==> run_1/sizes.png <==
Bar = 20 µm.
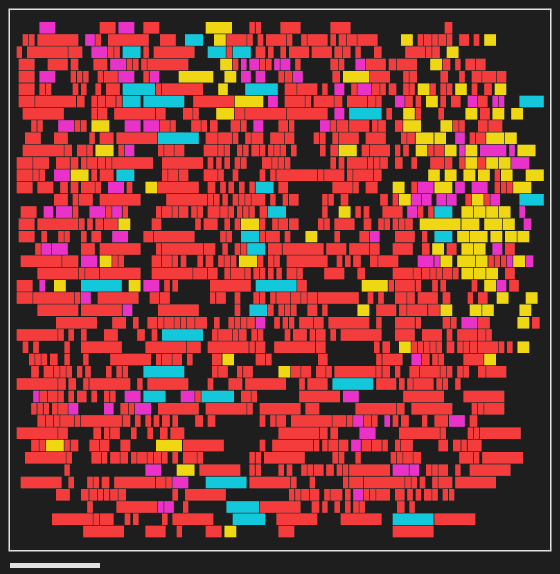
==> run_1/detail.png <==
Bar = 10 µm. Region (40, 16) to (80, 56) µm. Cells in grey, sequential cells in the stronger grey; small squares are vias.
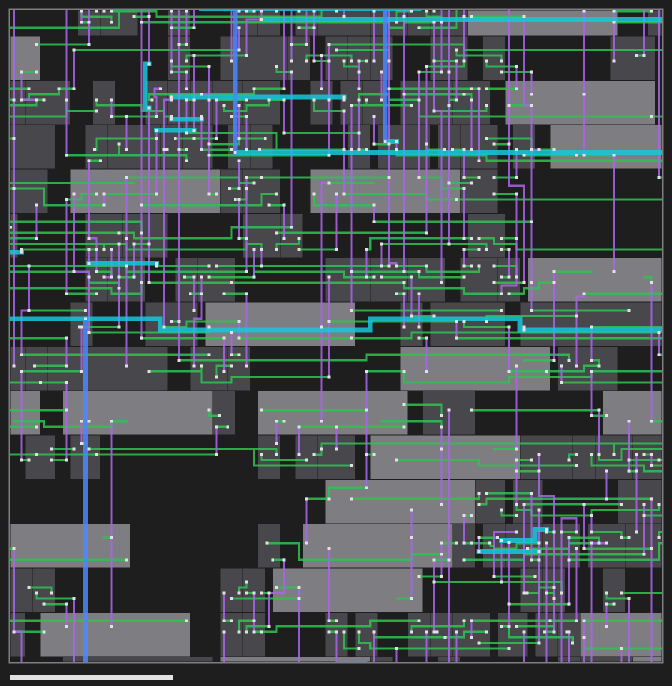
==> run_1/layer_met2.png <==
Bar = 20 µm. Cells faint in the background.
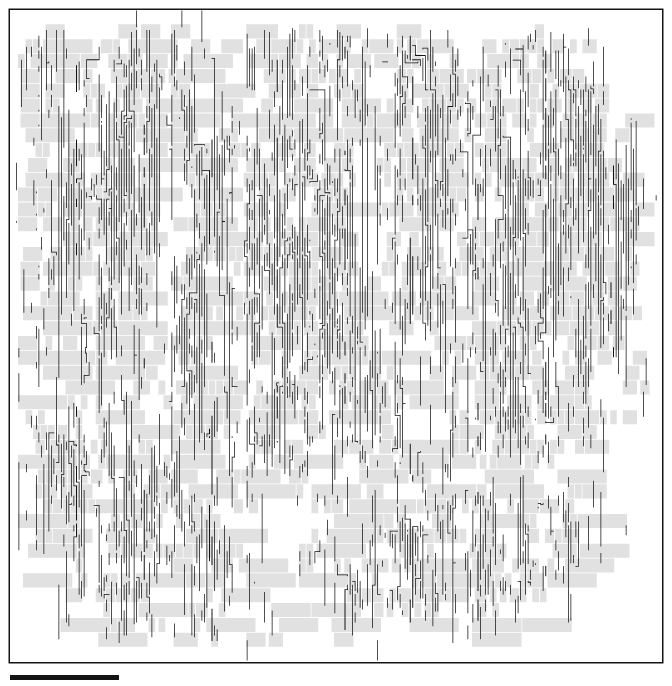
==> run_1/layer_met1.png <==
Bar = 20 µm. Supply wires on this layer in grey. Cells faint in the background.
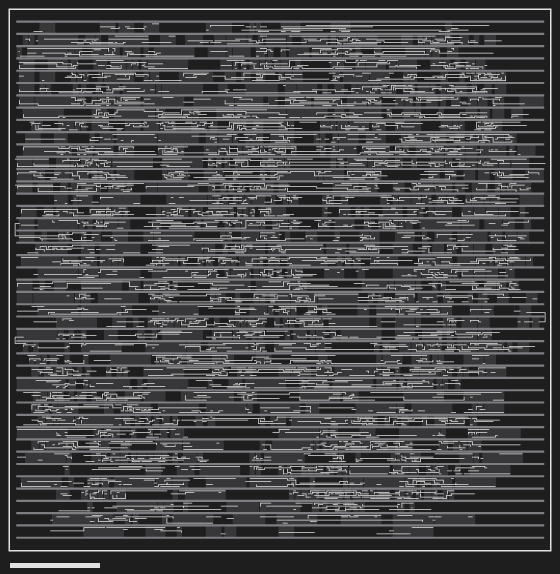
### src/rtl/cpu_clk_ctrl_if.sv
// Signal bundle between the board-level controls and the CPU clock generator.
// The master side drives the raw button, mode switch and divide select; the
// slave side (the clock generator) returns the CPU clock and its debug outputs.
interface cpu_clk_ctrl_if;
   logic        step_btn;
   logic        mode_auto;
   logic [4:0]  div_sel;
   logic        cpu_clk;
   logic        cpu_clk_rise;
   logic [15:0] rise_count;

   modport master (
      output step_btn,
      output mode_auto,
      output div_sel,
      input  cpu_clk,
      input  cpu_clk_rise,
      input  rise_count
   );

   modport slave (
      input  step_btn,
      input  mode_auto,
      input  div_sel,
      output cpu_clk,
      output cpu_clk_rise,
      output rise_count
   );
endinterface

### src/rtl/cpu_clk_ctrl.sv
// CPU clock generator: free-running divide-by-2^(div_sel+1) or single-step,
// one full CPU clock period per debounced button press. cpu_clk is a fabric
// clock driven from a flop; rise_count feeds the debug display.
module cpu_clk_ctrl #(
   parameter int unsigned DEBOUNCE_CYCLES  = 500000,
   parameter int unsigned STEP_HIGH_CYCLES = 4,
   parameter int unsigned CNT_WIDTH        = 24
) (
   input logic           clk,
   input logic           rst,
   cpu_clk_ctrl_if.slave bus
);

   localparam int unsigned DB_W = (DEBOUNCE_CYCLES > 1) ? $clog2(DEBOUNCE_CYCLES) : 1;
   localparam logic [DB_W-1:0]      DB_LAST   = DB_W'(DEBOUNCE_CYCLES - 1);
   localparam logic [CNT_WIDTH-1:0] STEP_LAST = CNT_WIDTH'(STEP_HIGH_CYCLES - 1);
   // CNT_WIDTH is assumed to be at most 32 so the largest select fits in 5 bits
   localparam logic [4:0]           SEL_MAX   = 5'(CNT_WIDTH - 1);

   typedef enum logic {S_LOW, S_HIGH} state_t;

   // Bit 0 = step button, bit 1 = mode switch
   logic [1:0]           raw;
   logic [1:0]           sync1;
   logic [1:0]           sync2;
   logic [1:0]           deb;
   logic [1:0][DB_W-1:0] db_cnt;
   logic [1:0]           deb_flip;
   logic                 press;

   logic [4:0]           sel_sat;
   logic [CNT_WIDTH-1:0] half_last;
   logic [CNT_WIDTH-1:0] high_last;

   state_t               state_q, state_d;
   logic [CNT_WIDTH-1:0] half_cnt_q, half_cnt_d;
   logic                 pending_q, pending_d;
   logic                 active_q, active_d;
   logic                 cpu_clk_q, cpu_clk_d;
   logic                 rise_q, rise_d;
   logic [15:0]          count_q, count_d;

   assign raw = {bus.mode_auto, bus.step_btn};

   // Two-flop synchronisers for the asynchronous button and switch
   always_ff @(posedge clk or posedge rst) begin
      if (rst) begin
         sync1 <= '0;
         sync2 <= '0;
      end else begin
         sync1 <= raw;
         sync2 <= sync1;
      end
   end

   // Flip a debounced level once the synchronised sample has disagreed long enough
   always_comb begin
      for (int i = 0; i < 2; i++) begin
         deb_flip[i] = (sync2[i] != deb[i]) && (db_cnt[i] == DB_LAST);
      end
      press = deb_flip[0] & ~deb[0];
   end

   // Per-input debounce counter and debounced level
   always_ff @(posedge clk or posedge rst) begin
      if (rst) begin
         deb    <= '0;
         db_cnt <= '0;
      end else begin
         for (int i = 0; i < 2; i++) begin
            if (sync2[i] == deb[i]) begin
               db_cnt[i] <= '0;
            end else if (deb_flip[i]) begin
               deb[i]    <= ~deb[i];
               db_cnt[i] <= '0;
            end else begin
               db_cnt[i] <= db_cnt[i] + DB_W'(1);
            end
         end
      end
   end

   // Saturated divide select and the terminal half-period count per phase
   always_comb begin
      sel_sat   = (bus.div_sel > SEL_MAX) ? SEL_MAX : bus.div_sel;
      half_last = (CNT_WIDTH'(1) << sel_sat) - CNT_WIDTH'(1);
      high_last = active_q ? half_last : STEP_LAST;
   end

   // Next-state logic for the low/high phase machine and its outputs
   always_comb begin
      state_d    = state_q;
      half_cnt_d = half_cnt_q;
      pending_d  = pending_q | press;
      active_d   = active_q;
      rise_d     = 1'b0;
      count_d    = count_q;

      unique case (state_q)
         S_LOW: begin
            // Mode may only change while low, so a high phase is never cut short
            active_d = deb[1];
            if (active_q) begin
               // >= so a div_sel decrease mid-phase cannot strand the counter
               if (half_cnt_q >= half_last) begin
                  half_cnt_d = '0;
                  state_d    = S_HIGH;
               end else begin
                  half_cnt_d = half_cnt_q + CNT_WIDTH'(1);
               end
            end else begin
               half_cnt_d = '0;
               if (pending_q) begin
                  state_d   = S_HIGH;
                  pending_d = 1'b0;
               end
            end
         end
         S_HIGH: begin
            if (half_cnt_q >= high_last) begin
               half_cnt_d = '0;
               state_d    = S_LOW;
            end else begin
               half_cnt_d = half_cnt_q + CNT_WIDTH'(1);
            end
         end
         default: begin
            state_d    = S_LOW;
            half_cnt_d = '0;
         end
      endcase

      // Presses seen while free-running must not fire on entry to step mode
      if (active_q) begin
         pending_d = 1'b0;
      end

      if (state_q == S_LOW && state_d == S_HIGH) begin
         rise_d  = 1'b1;
         count_d = count_q + 16'd1;
      end

      cpu_clk_d = (state_d == S_HIGH);
   end

   // Phase machine state, counters and registered outputs
   always_ff @(posedge clk or posedge rst) begin
      if (rst) begin
         state_q    <= S_LOW;
         half_cnt_q <= '0;
         pending_q  <= 1'b0;
         active_q   <= 1'b0;
         cpu_clk_q  <= 1'b0;
         rise_q     <= 1'b0;
         count_q    <= '0;
      end else begin
         state_q    <= state_d;
         half_cnt_q <= half_cnt_d;
         pending_q  <= pending_d;
         active_q   <= active_d;
         cpu_clk_q  <= cpu_clk_d;
         rise_q     <= rise_d;
         count_q    <= count_d;
      end
   end

   assign bus.cpu_clk      = cpu_clk_q;
   assign bus.cpu_clk_rise = rise_q;
   assign bus.rise_count   = count_q;

endmodule

### src/flat_wrapper.sv
// flat-port wrapper written by rule: the top's interface ports become plain ports
module cpu_clk_ctrl_flat 
#(
   parameter int unsigned DEBOUNCE_CYCLES  = 500000,
   parameter int unsigned STEP_HIGH_CYCLES = 4,
   parameter int unsigned CNT_WIDTH        = 24
)
  (clk, rst, bus_step_btn, bus_mode_auto, bus_div_sel, bus_cpu_clk, bus_cpu_clk_rise, bus_rise_count);
  cpu_clk_ctrl_if bus_i ();
  input logic clk;
  input logic rst;
  input wire logic [$bits(bus_i.step_btn)-1:0] bus_step_btn;
  input wire logic [$bits(bus_i.mode_auto)-1:0] bus_mode_auto;
  input wire logic [$bits(bus_i.div_sel)-1:0] bus_div_sel;
  output wire logic [$bits(bus_i.cpu_clk)-1:0] bus_cpu_clk;
  output wire logic [$bits(bus_i.cpu_clk_rise)-1:0] bus_cpu_clk_rise;
  output wire logic [$bits(bus_i.rise_count)-1:0] bus_rise_count;
  assign bus_i.step_btn = bus_step_btn;
  assign bus_i.mode_auto = bus_mode_auto;
  assign bus_i.div_sel = bus_div_sel;
  assign bus_cpu_clk = bus_i.cpu_clk;
  assign bus_cpu_clk_rise = bus_i.cpu_clk_rise;
  assign bus_rise_count = bus_i.rise_count;
  cpu_clk_ctrl #(.DEBOUNCE_CYCLES(DEBOUNCE_CYCLES), .STEP_HIGH_CYCLES(STEP_HIGH_CYCLES), .CNT_WIDTH(CNT_WIDTH)) u_core (.clk(clk), .rst(rst), .bus(bus_i));
endmodule
### config.mk
export PLATFORM = sky130hd
export DESIGN_NAME = cpu_clk_ctrl_flat
export DESIGN_NICKNAME = d
export VERILOG_FILES = /design/src/rtl/cpu_clk_ctrl_if.sv /design/src/rtl/cpu_clk_ctrl.sv /design/src/flat_wrapper.sv
export SDC_FILE = /design/constraint.sdc
export NUM_CORES = 1
export LEC_CHECK = 0
export ABC_AREA = 1
export ABC_CLOCK_PERIOD_IN_PS = 3000
export CORE_UTILIZATION = 50
export DETAILED_ROUTE_END_ITERATION = 16
export GPL_TIMING_DRIVEN = 1
export HOLD_SLACK_MARGIN = 0.03
export PLACE_DENSITY_LB_ADDON = 0.08
export SYNTH_ARGS = -nofsm -noshare
export SYNTH_HDL_FRONTEND = slang
export SYNTH_SLANG_ARGS = --single-unit
### constraint.sdc
create_clock -name clk -period 3 [get_ports clk]
set_clock_uncertainty 0.1 [all_clocks]
set_input_delay 0.9 -clock clk [delete_from_list [all_inputs] [get_ports clk]]
set_output_delay 0.9 -clock clk [all_outputs]
set_load 0.01 [all_outputs]
==> run_results.csv, run 1 <==
group,metric,value,unit
clock_tree,cts_buffers,9,
sta,worst_slack,-0.525,ns
setup_path,cp_slowest_cell,"ha_1",
sta,maxClockFrequency,284,MHz
cells_and_area,drive_above_1_share,20.3,%
floorplan,dieArea,14300,µm²
run_status,failed_checks,"negative setup slack",
routing,wl_met2,8.41,mm
run_status,status,"finished, violations left",
cells_and_area,nNetsFinal,1139,
setup_path,slowest_delay,0.30,ns
cells_and_area,sh_seq_area,25.4,%
yosys,yosys_area,6910,µm²
setup_path,reg2reg_from,"u_core.half_cnt_q[19]$_DFF_PP0_",
setup_path,cp.required,3.13,ns
cells_and_area,layout_top_cell,"nand2_1",
routing,drc,0,
routing,routed.top_layer,"met4",
clock_tree,clock_path_buffers,2,
sta,fin_crit,3.53,ns
setup_path,crit_start,"bus_div_sel[0]",
cells_and_area,ff_count,88,
power,p_total,0.00253,W
worst_hold_path,min_from,"u_core.sync1[1]$_DFF_PP0_",
worst_hold_path,hold_depth,0,
sta,finalSetupViolations,42,
cells_and_area,n_fill_cell,1230,
routing,wl_met3,607,µm
-- sizes.png (at the start) --
Key: yellow = _3 and _4 cells [cells 100, most used buf_4]; red = _0 and _1 cells [cells 862, most used nand2_1]; magenta = _2 cells [cells 89, most used nand3_2]; cyan = _6 and larger [cells 31, most used buf_6]

-- detail.png (at the start) --
Key: blue = metal 4; green = metal 1; purple = metal 2; cyan = metal 3
Netlist names of flops here include u_core.half_cnt_q (8), u_core.db_cnt (7). Most frequent: nand2_1 (27), nand4_1 (18), dfrtp_1 (17). 126 logic cells have their middle in the window. Sequential cells in the window: 17.

-- layer_met2.png (at the start) --
The layer carries 8410 µm of wire. The layer holds 47% of the routed length.

-- layer_met1.png (at the start) --
The layer carries 8540 µm of wire. 1062 nets have wire on it. The wires run mostly horizontal.

-- run 1: power by group --
group | switching (W) | total, W | internal, W
Clock | 0.000463 | 0.00105 | 0.000586
Sequential | 0.00000665 | 0.00120 | 0.00120
Combinational | 0.000164 | 0.000279 | 0.000115
Total | 0.000633 | 0.00253 | 0.00190
-- run 1: kinds of logic (layout without fill, tap and decap cells) --
kind of cell / after synthesis / in the layout / synth area share [%]
AOI/OAI and AO/OA: 69 / 69 / 5.87
adders and majority gates: 53 / 53 / 9.60
DFF: 88 / 88 / 31.9
xor gates and xnor gates: 45 / 45 / 5.71
other: 1 / 2 / 0.0543
and+or+nand+nor: 575 / 580 / 38.8
buffers and inverters: 140 / 245 / 8.04
-- run 1: state kept, by name (all words and copies together), names as in the netlist --
signal and cells:
u_core.db_cnt 38, u_core.half_cnt_q 24, u_core.bus.rise_count 16, u_core.deb 2
u_core.sync1 2, u_core.sync2 2, u_core.active_q 1, u_core.bus.cpu_clk_rise 1
u_core.pending_q 1, u_core.state_q 1
-- run 1: repair_timing --
item | in CTS | in global routing
pin swaps | 38 | 24
cloned | 6 | 0
gates resized | 72 | 33
buffers inserted | 12 | 6
setup endpoints to repair | 42 | 42
-- run 1: metal layers --
layer,track usage [%],vias to the layer above
met5,0,-
met4,9.45,0
met3,3.33,33
met2,42.1,135
met1,35.6,3106
li1,-,3457
-- run 1: through the flow --
stage	instances	worst slack, ns	util, %	setup TNS (ns)	hold WS (ns)
finish	1258	-0.525	65.0	-20.00	0.247
global route	1258	-0.712	65.0	-27.51	0.251
detailed placement	1219	-1.70	59.2	-64.17	0.236
global placement	1219	-1.61	59.2	-61.09	0.233
CTS	1252	-0.483	63.7	-16.76	0.248
floorplan	972	-0.609	-	-23.78	0.231
==> run_1/congestion.png <==
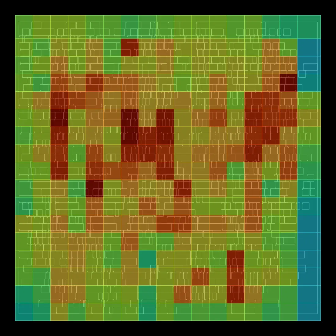

==> inputs of run 2 (changes only) <==
--- a/config.mk
+++ b/config.mk
@@ -7,7 +7,7 @@
 export LEC_CHECK = 0
 export ABC_AREA = 1
 export ABC_CLOCK_PERIOD_IN_PS = 3000
-export CORE_UTILIZATION = 50
+export CORE_UTILIZATION = 56
 export DETAILED_ROUTE_END_ITERATION = 16
 export GPL_TIMING_DRIVEN = 1
 export HOLD_SLACK_MARGIN = 0.03
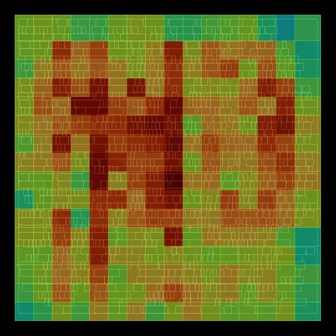
(run_2/congestion.png)
M2 GR Usage: 52.6%
Layout Utilization: 72.2%
GR Util met3: 4.45%
GRT Overall Usage: 30.8%
M1 GR Usage: 39.0%

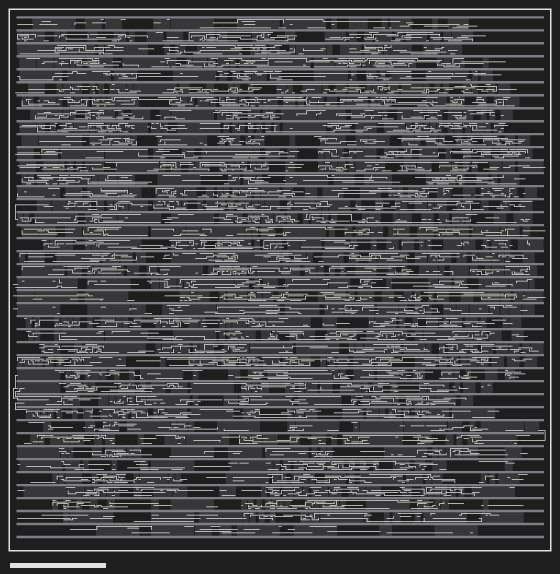
(run_2/layer_met1.png)
Bar = 20 µm. Supply wires on this layer in grey. Cells faint in the background.
The layer carries 8170 µm of wire. The longest straight run is 41.4 µm. The layer holds 44% of the routed length. 1075 nets have wire on it.

==> run_results.csv, run 2 <==
group,metric,value,unit
setup_path,crit_start,"bus_div_sel[3]",
routing,drc,0,
floorplan,dieArea,12800,µm²
cells_and_area,top_register,"u_core.db_cnt",
routing,wl_met3,710,µm
sta,holdWs,0.251,ns
sta,finalSetupViolations,42,
yosys,compound_area_share,5.87,%
clock_tree,insertion_delay,0.35,ns
sta,fin_crit,3.51,ns
setup_path,reg2reg_from,"u_core.active_q$_DFFE_PP0N_",
run_status,status,"finished, violations left",
placed_design,post_dp_cell_area,7950,µm²
routing,wl_met2,8.96,mm
sta,maxClockFrequency,285,MHz
clock_tree,cts_buffers,9,
power,p_total,0.00260,W
worst_hold_path,min_from,"u_core.sync1[1]$_DFF_PP0_",
yosys,xor_area_share,5.71,%
sta,worst_slack,-0.507,ns
yosys,adder_share,9.60,%
clock_tree,clock_path_buffers,2,
cells_and_area,drive_above_1_share,19.6,%
grt,antenna_found_initial,0,
yosys,synthMuxAreaShare,0,%
placed_design,dp.cells,1203,
cells_and_area,layout_top_cell,"nand2_1",
setup_path,cp_slowest_cell,"ha_1",
setup_path,slowest_delay,0.28,ns
run_status,failed_checks,"negative setup slack",
cells_and_area,largest_reg_flops,38,
placed_design,gp_congestion,0.925,
cells_and_area,n_fill_cell,974,
yosys,yosys_area,6910,µm²
run,maxCapViolations,0,
routing,routed.top_layer,"met4",
yosys,simple_gate_area_share,38.8,%
yosys,synth.logic.top_family,"simple AND/OR/NAND/NOR gates",
cells_and_area,nNetsFinal,1149,
sta,maxSlewViolCount,0,
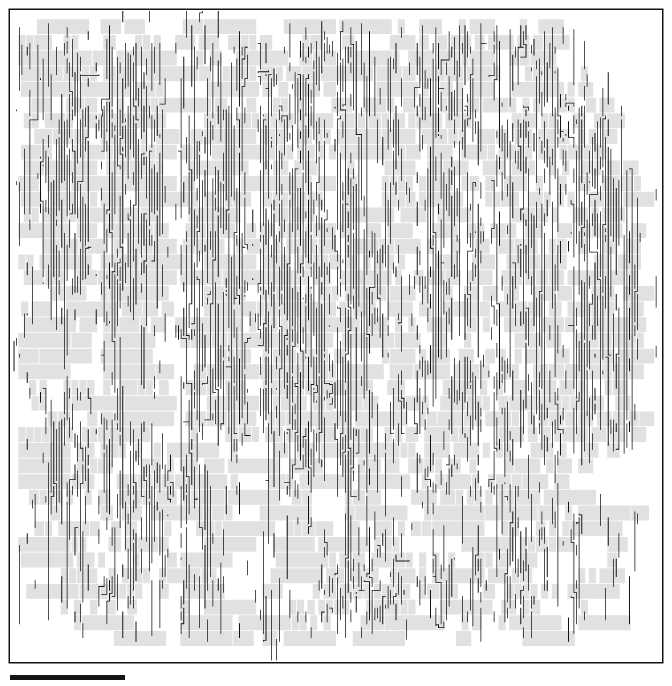
(run_2/layer_met2.png)
Bar = 20 µm. Cells faint in the background.
The layer carries 8960 µm of wire. 908 nets have wire on it. The wires run mostly vertical. The layer holds 49% of the routed length.

[run 2: path summary, 6_finish.rpt]
path	endpoint	slack, ns
setup / recovery	u_core.bus.rise_count[1]$_DFFE_PP0P_	-0.51
hold / removal	u_core.sync2[1]$_DFF_PP0_	0.25
setup reg to reg	u_core.half_cnt_q[6]$_DFF_PP0_	0.36
hold reg to reg	u_core.sync2[1]$_DFF_PP0_	0.25
max in group asynchronous	u_core.half_cnt_q[18]$_DFF_PP0_	1.39
min in group asynchronous	u_core.db_cnt[32]$_DFF_PP0_	0.84
[run 2: final cells by class]
type	instances	area share, %
repair buffers	125	12.8
clock inverters	4	0.635
inverters	116	5.06
well taps	147	2.12
multi-input cells	747	51.3
clock buffers	12	2.73
flip-flops and latches	88	25.4
[run 2: what timing repair did]
action                                  in CTS  in global routing
cloned                                       6                  0
gates resized                               71                  8
pin swaps                                   29                 10
setup buffers                               11                  3
hold endpoints to repair                     0                  0
endpoints found under the setup margin      42                 42
[run 2: stage by stage]
step / util (%) / setup slack (ns)
global route: 72.2 / -0.689
CTS: 71.8 / -0.421
detailed placement: 66.2 / -1.75
global placement: 66.2 / -1.64
floorplan: - / -0.609
finish: 72.2 / -0.507
[run 2: routing by layer]
metal / up-vias / global-route usage [%]
met4: 0 / 13.2
met2: 164 / 52.6
li1: 3469 / -
met1: 3165 / 39.0
met3: 48 / 4.45
met5: - / 0
[run 2: kinds of logic (layout without fill, tap and decap cells)]
family,count (synthesis),in the layout
other,1,2
buffers and inverters,140,257
AND/OR/NAND/NOR,575,578
AND-OR/OR-AND,69,69
XOR/XNOR,45,45
flip-flops,88,88
adder cells (fa/ha/maj),53,53
[run 2: where the power goes]
part,internal (W),switching [W]
sequential,0.00120,0.00000630
combinational,0.000115,0.000160
clock,0.000649,0.000471
No activity file was given, so power comes from the tool's default toggle rates.
